### src/rtl/wishbone_master.sv
// wishbone_master: valid/ready request/response to single Wishbone classic cycles,
// with a bus timeout so a silent slave cannot hang the requester.
module wishbone_master #(
   parameter int adr_width      = 8,
   parameter int dat_width      = 8,
   parameter int sel_width      = 1,
   parameter int timeout_cycles = 16
) (
   input  logic                 clk,
   input  logic                 rst,
   input  logic                 req_valid,
   output logic                 req_ready,
   input  logic                 req_we,
   input  logic [adr_width-1:0] req_adr,
   input  logic [dat_width-1:0] req_dat,
   input  logic [sel_width-1:0] req_sel,
   output logic                 rsp_valid,
   input  logic                 rsp_ready,
   output logic [dat_width-1:0] rsp_dat,
   output logic                 rsp_err,
   output logic [adr_width-1:0] adr,
   output logic [dat_width-1:0] datwr,
   input  logic [dat_width-1:0] datrd,
   output logic [sel_width-1:0] sel,
   output logic                 we,
   output logic                 stb,
   output logic                 cyc,
   input  logic                 ack
);
   localparam int cw = $clog2(timeout_cycles) + 1;
   localparam logic [cw-1:0] cnt_max = cw'(timeout_cycles - 1);

   typedef enum logic [1:0] {IDLE, BUS, RESP} state_t;

   state_t               state_q, state_d;
   logic [cw-1:0]        cnt_q, cnt_d;
   logic                 cyc_q, cyc_d;
   logic                 we_q, we_d;
   logic [adr_width-1:0] adr_q, adr_d;
   logic [dat_width-1:0] datwr_q, datwr_d;
   logic [sel_width-1:0] sel_q, sel_d;
   logic                 rsp_valid_q, rsp_valid_d;
   logic                 rsp_err_q, rsp_err_d;
   logic [dat_width-1:0] rsp_dat_q, rsp_dat_d;

   always_comb begin
      state_d     = state_q;
      cnt_d       = cnt_q;
      cyc_d       = cyc_q;
      we_d        = we_q;
      adr_d       = adr_q;
      datwr_d     = datwr_q;
      sel_d       = sel_q;
      rsp_valid_d = rsp_valid_q;
      rsp_err_d   = rsp_err_q;
      rsp_dat_d   = rsp_dat_q;
      case (state_q)
         IDLE: if (req_valid) begin
            we_d    = req_we;
            adr_d   = req_adr;
            datwr_d = req_dat;
            sel_d   = req_sel;
            cyc_d   = 1'b1;
            cnt_d   = '0;
            state_d = BUS;
         end
         // ack has priority over a timeout landing on the same edge
         BUS: if (ack || cnt_q == cnt_max) begin
            cyc_d       = 1'b0;
            rsp_valid_d = 1'b1;
            rsp_err_d   = !ack;
            rsp_dat_d   = (ack && !we_q) ? datrd : '0;
            state_d     = RESP;
         end else begin
            cnt_d = cnt_q + cw'(1);
         end
         RESP: if (rsp_ready) begin
            rsp_valid_d = 1'b0;
            rsp_err_d   = 1'b0;
            state_d     = IDLE;
         end
         default: state_d = IDLE;
      endcase
   end

   always_ff @(posedge clk or negedge rst) begin
      if (!rst) begin
         state_q     <= IDLE;
         cnt_q       <= '0;
         cyc_q       <= 1'b0;
         we_q        <= 1'b0;
         adr_q       <= '0;
         datwr_q     <= '0;
         sel_q       <= '0;
         rsp_valid_q <= 1'b0;
         rsp_err_q   <= 1'b0;
         rsp_dat_q   <= '0;
      end else begin
         state_q     <= state_d;
         cnt_q       <= cnt_d;
         cyc_q       <= cyc_d;
         we_q        <= we_d;
         adr_q       <= adr_d;
         datwr_q     <= datwr_d;
         sel_q       <= sel_d;
         rsp_valid_q <= rsp_valid_d;
         rsp_err_q   <= rsp_err_d;
         rsp_dat_q   <= rsp_dat_d;
      end
   end

   assign req_ready = (state_q == IDLE);
   assign cyc       = cyc_q;
   assign stb       = cyc_q;
   assign we        = we_q;
   assign adr       = adr_q;
   assign datwr     = datwr_q;
   assign sel       = sel_q;
   assign rsp_valid = rsp_valid_q;
   assign rsp_err   = rsp_err_q;
   assign rsp_dat   = rsp_dat_q;
endmodule
### config.mk
export PLATFORM = sky130hd
export DESIGN_NAME = wishbone_master
export DESIGN_NICKNAME = d
export VERILOG_FILES = /design/src/rtl/wishbone_master.sv
export SDC_FILE = /design/constraint.sdc
export NUM_CORES = 1
export LEC_CHECK = 0
export CORE_MARGIN = 2
export CORE_UTILIZATION = 25
export DETAILED_ROUTE_END_ITERATION = 8
export PLACE_DENSITY = 0.53
export SKIP_LAST_GASP = 1
export SLEW_MARGIN = 20
export SYNTH_ARGS = -nofsm -noshare
export SYNTH_HDL_FRONTEND = slang
export SYNTH_SLANG_ARGS = --single-unit
### constraint.sdc
create_clock -name clk -period 5.02 [get_ports clk]
set_input_delay 0.753 -clock clk [delete_from_list [all_inputs] [get_ports clk]]
set_output_delay 0.753 -clock clk [all_outputs]
set_load 0.01 [all_outputs]
==> results.json <==
{
  "status": "complete, no violations",
  "logic_area_um2": 538,
  "cts_sinks": 36,
  "cts-resized-gates": 0,
  "tightest_slew_ps": 808,
  "yosys.area_share.simple": 0.0894,
  "area_delta_synth_final_pct": 48.7,
  "grt_max_degree": 37,
  "crit_start": "state_q[1]",
  "timing.final.crit_share": 0.433,
  "lay_top_cells": "60 x clkdlybuf4s50_1, 36 x dfrtp_1, 18 x mux2_2",
  "fmax_mhz": 460,
  "muxShareOfSynthArea": 0.206,
  "stdcell_area_mm2": 0.00227,
  "worstPathMaxFanout": 7,
  "first_iter_violations": 33,
  "place_hpwl_um": 2490,
  "yosys_warnings": 0,
  "hold_path.class": "register to register",
  "dpl_cell_area_mm2": 0.00219,
  "cts_tree": "done",
  "yosys_area_mm2": 0.00153,
  "final_common_cell": "clkdlybuf4s50_1",
  "warnings": 26,
  "netlist.top_cell.by_area": "dfrtp_1",
  "finalSetupTns_ps": 0,
  "n_antenna_cell": 0,
  "antenna_found_initial": 0,
  "p_leak_nw": 0.963,
  "ys_cells": 116,
  "drc": 0,
  "root_buffer": "clkbuf_8",
  "htreeDepth": 2,
  "clk_pin_slew_ps": 70,
  "cp-start-kind": "register",
  "placementRows": 28,
  "cp_data_arrival_time_ps": 1420,
  "required_ps": 4270,
  "grt_usage": 0.111,
  "ir_worst_vdd_mv": 0.260,
  "cts_buffer_depth": 2,
  "fin_util": 0.383,
  "grt_pass1_vias": 1178,
  "synth_cell_types": 26,
  "stdcell_count": 255,
  "numSynthFlops": 36,
  "dpl.cell_count": 248,
  "core_mm2": 0.00592,
  "grt_pass1_wl_um": 5530,
  "cts_setup_buffers": 0,
  "ys_sh_aoi": 0.0410,
  "via_per_inst": 4.33,
  "top_cells_by_area": "dfrtp_1 59%, mux2_2 13%, mux2i_1 6.6%, inv_1 3.0%, nand2_1 3.0%",
  "cts_buffers": 5,
  "critPathCaptureType": "primary output",
  "rsz0062_at_grt": "false",
  "rrSetupSlack_ps": 3090,
  "gp_congestion": 0.690,
  "r2r_cells": 6,
  "layout-drive-gt1-share": 0.161,
  "drt-total-wl_um": 3390,
  "clk_latency_ps": 280,
  "synthesis.area_mm2": 0.00153,
  "ys_seq_frac": 0.591,
  "fp_nets": 149,
  "flop_area_um2": 901,
  "critPathKind": "register to primary output",
  "hold_violations": 0,
  "xor_area_frac": 0,
  "layout_min_cycle_time_ps": 2170,
  "maxCapViolCount": 0,
  "slew_violations": 0,
  "r2r-end": "cnt_q[0]",
  "cts_hold_buffers": 0,
  "top_logic_kind": "multiplexers",
  "firstDrtPassIters": 3,
  "setup_viol": 0,
  "synth_cells": 116,
  "fillers": 553,
  "final_nets": 213,
  "p_per_area_mw_per_mm2": 549,
  "drtAntennaViolNets": 0,
  "r2r_start": "cnt_q[0]",
  "syn_avg_cell_area_um2": 13.1,
  "initial_utilization": 0.258,
  "synthAdderAreaFrac": 0.0164,
  "die_area_mm2": 0.00674,
  "ioPinCount": 62,
  "synth_top_area_share": 0.591,
  "relSlewSlack": 0.461,
  "crit_end": "req_ready",
  "grt-ovfl-total": 0
}
area by class of cell:
| class | count | share of cell area |
|---|---|---|
| Inverter | 12 | 0.0199 |
| Tap cell | 75 | 0.0414 |
| Clock buffer | 6 | 0.0320 |
| Timing Repair Buffer | 62 | 0.270 |
| Sequential cell | 36 | 0.397 |
| Multi-Input combinational cell | 63 | 0.237 |
| Clock inverter | 1 | 0.00221 |
power by group:
group	switching (mW)	internal, mW	leakage, nW
sequential	0.0815	0.414	0.446
clock	0.0966	0.0943	0.0410
combinational	0.214	0.344	0.476
cell families (layout without fill, tap and decap cells):
kind of cell    Yosys count  in the layout
simple gates             23             23
fa+ha+maj                 2              2
compound gates            9              9
mux                      29             29
flops                    36             36
buf+inv                  17             81
synthesized netlist by cell type (all sizes together):
cell    instances
dfrtp          36
mux2           19
inv            12
nand2          12
mux2i          10
buf             5
a21oi           2
a22o            2
ha              2
nand2b          2
nor2            2
nor2b           2
a211oi          1
a21o            1
and3            1
nand3b          1
nand4           1
nor3b           1
nor4b           1
o21a            1
o21ai           1
o31ai           1
sequential cells by signal, summed over array words and instances, names as in the netlist:
name / cells
rsp_valid: 1
cyc: 1
we: 1
state_q: 2
rsp_err: 1
rsp_dat: 8
sel: 1
adr: 8
cnt_q: 5
datwr: 8
worst min path at each step:
stage	slack [ps]	endpoint	cells past startpoint	start
global placement	460	cnt_q[3]	1	cnt_q[3]
finish	480	rsp_valid	2	rsp_valid
detailed placement	470	rsp_valid	2	rsp_valid
CTS	490	rsp_valid	2	rsp_valid
floorplan	440	cnt_q[3]	1	cnt_q[3]
global route	510	rsp_valid	2	rsp_valid
routing by layer:
layer	vias up	GRT usage	share of wire
met5	-	0	0
met4	0	0.0500	0.019
met3	6	0.0620	0.12
met2	53	0.163	0.44
met1	529	0.133	0.42
li1	516	-	-
per-stage QoR:
stage                     hold WS, ps  setup WS [ps]  power [mW]
after global routing              508           2750        1.34
after floorplan                   438           3250       0.768
final                             479           2850        1.25
after detailed placement          469           2710        1.07
after CTS                         486           2820        1.27
after global placement            463           2780        1.06
worst max-delay path, cell delays in order, from the launching register on:
cell and delay [ps]:
dfrtp_1 480, nor2_1 120, clkdlybuf4s50_1 550
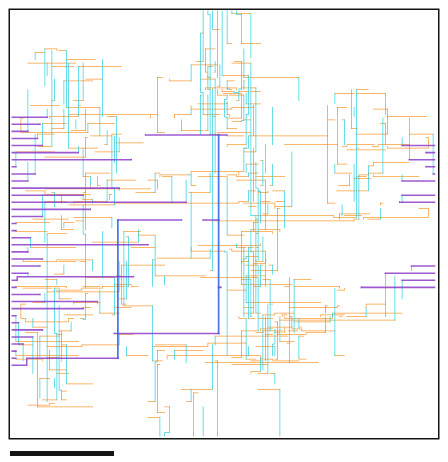
(routed metal, one color a layer)
Bar = 20 um.
legend:
  cyan:
    layer: met2
    wire_length: 1480 um
  orange:
    layer: met1
    wire_length: 1420 um
  purple:
    layer: met3
    wire_length: 420 um
  blue:
    layer: met4
    wire_length: 64.6 um
drt wl/cell: 13.3 um
total number of vias: 1104

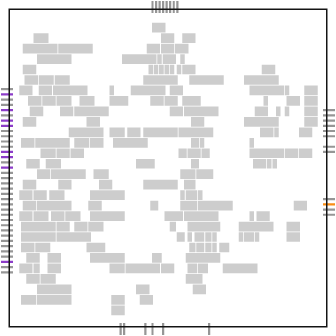
(ports around the boundary)
Pins as bars across the die edge, other pins in gray.
legend:
  purple:
    port: datwr
    pins: 8
    direction: output
    edge: left
  orange:
    port: rsp_ready
    pins: 1
    direction: input
    edge: right
all pins by edge: 36 left, 12 right, 8 top, 6 bottom
IO Port Bufs: 61
Die Ht: 82.1 um
Die X: 82.1 um

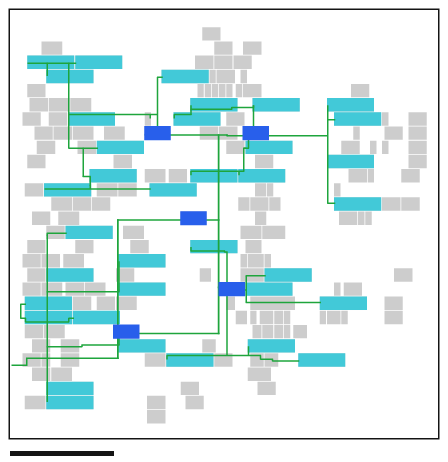
(routed clock nets over the placement)
Bar = 20 um.
legend:
  cyan:
    item: flip-flops
    count: 36
  blue:
    item: cells driving clock nets
    count: 5
  green:
    item: clock wires
    length: 488 um
flops lie: all over the die
Worst Skew: 1.89 ps
power of the clock network: 0.191 mW
Clock Power Share: 0.153

Power and IR drop assume default switching activity.
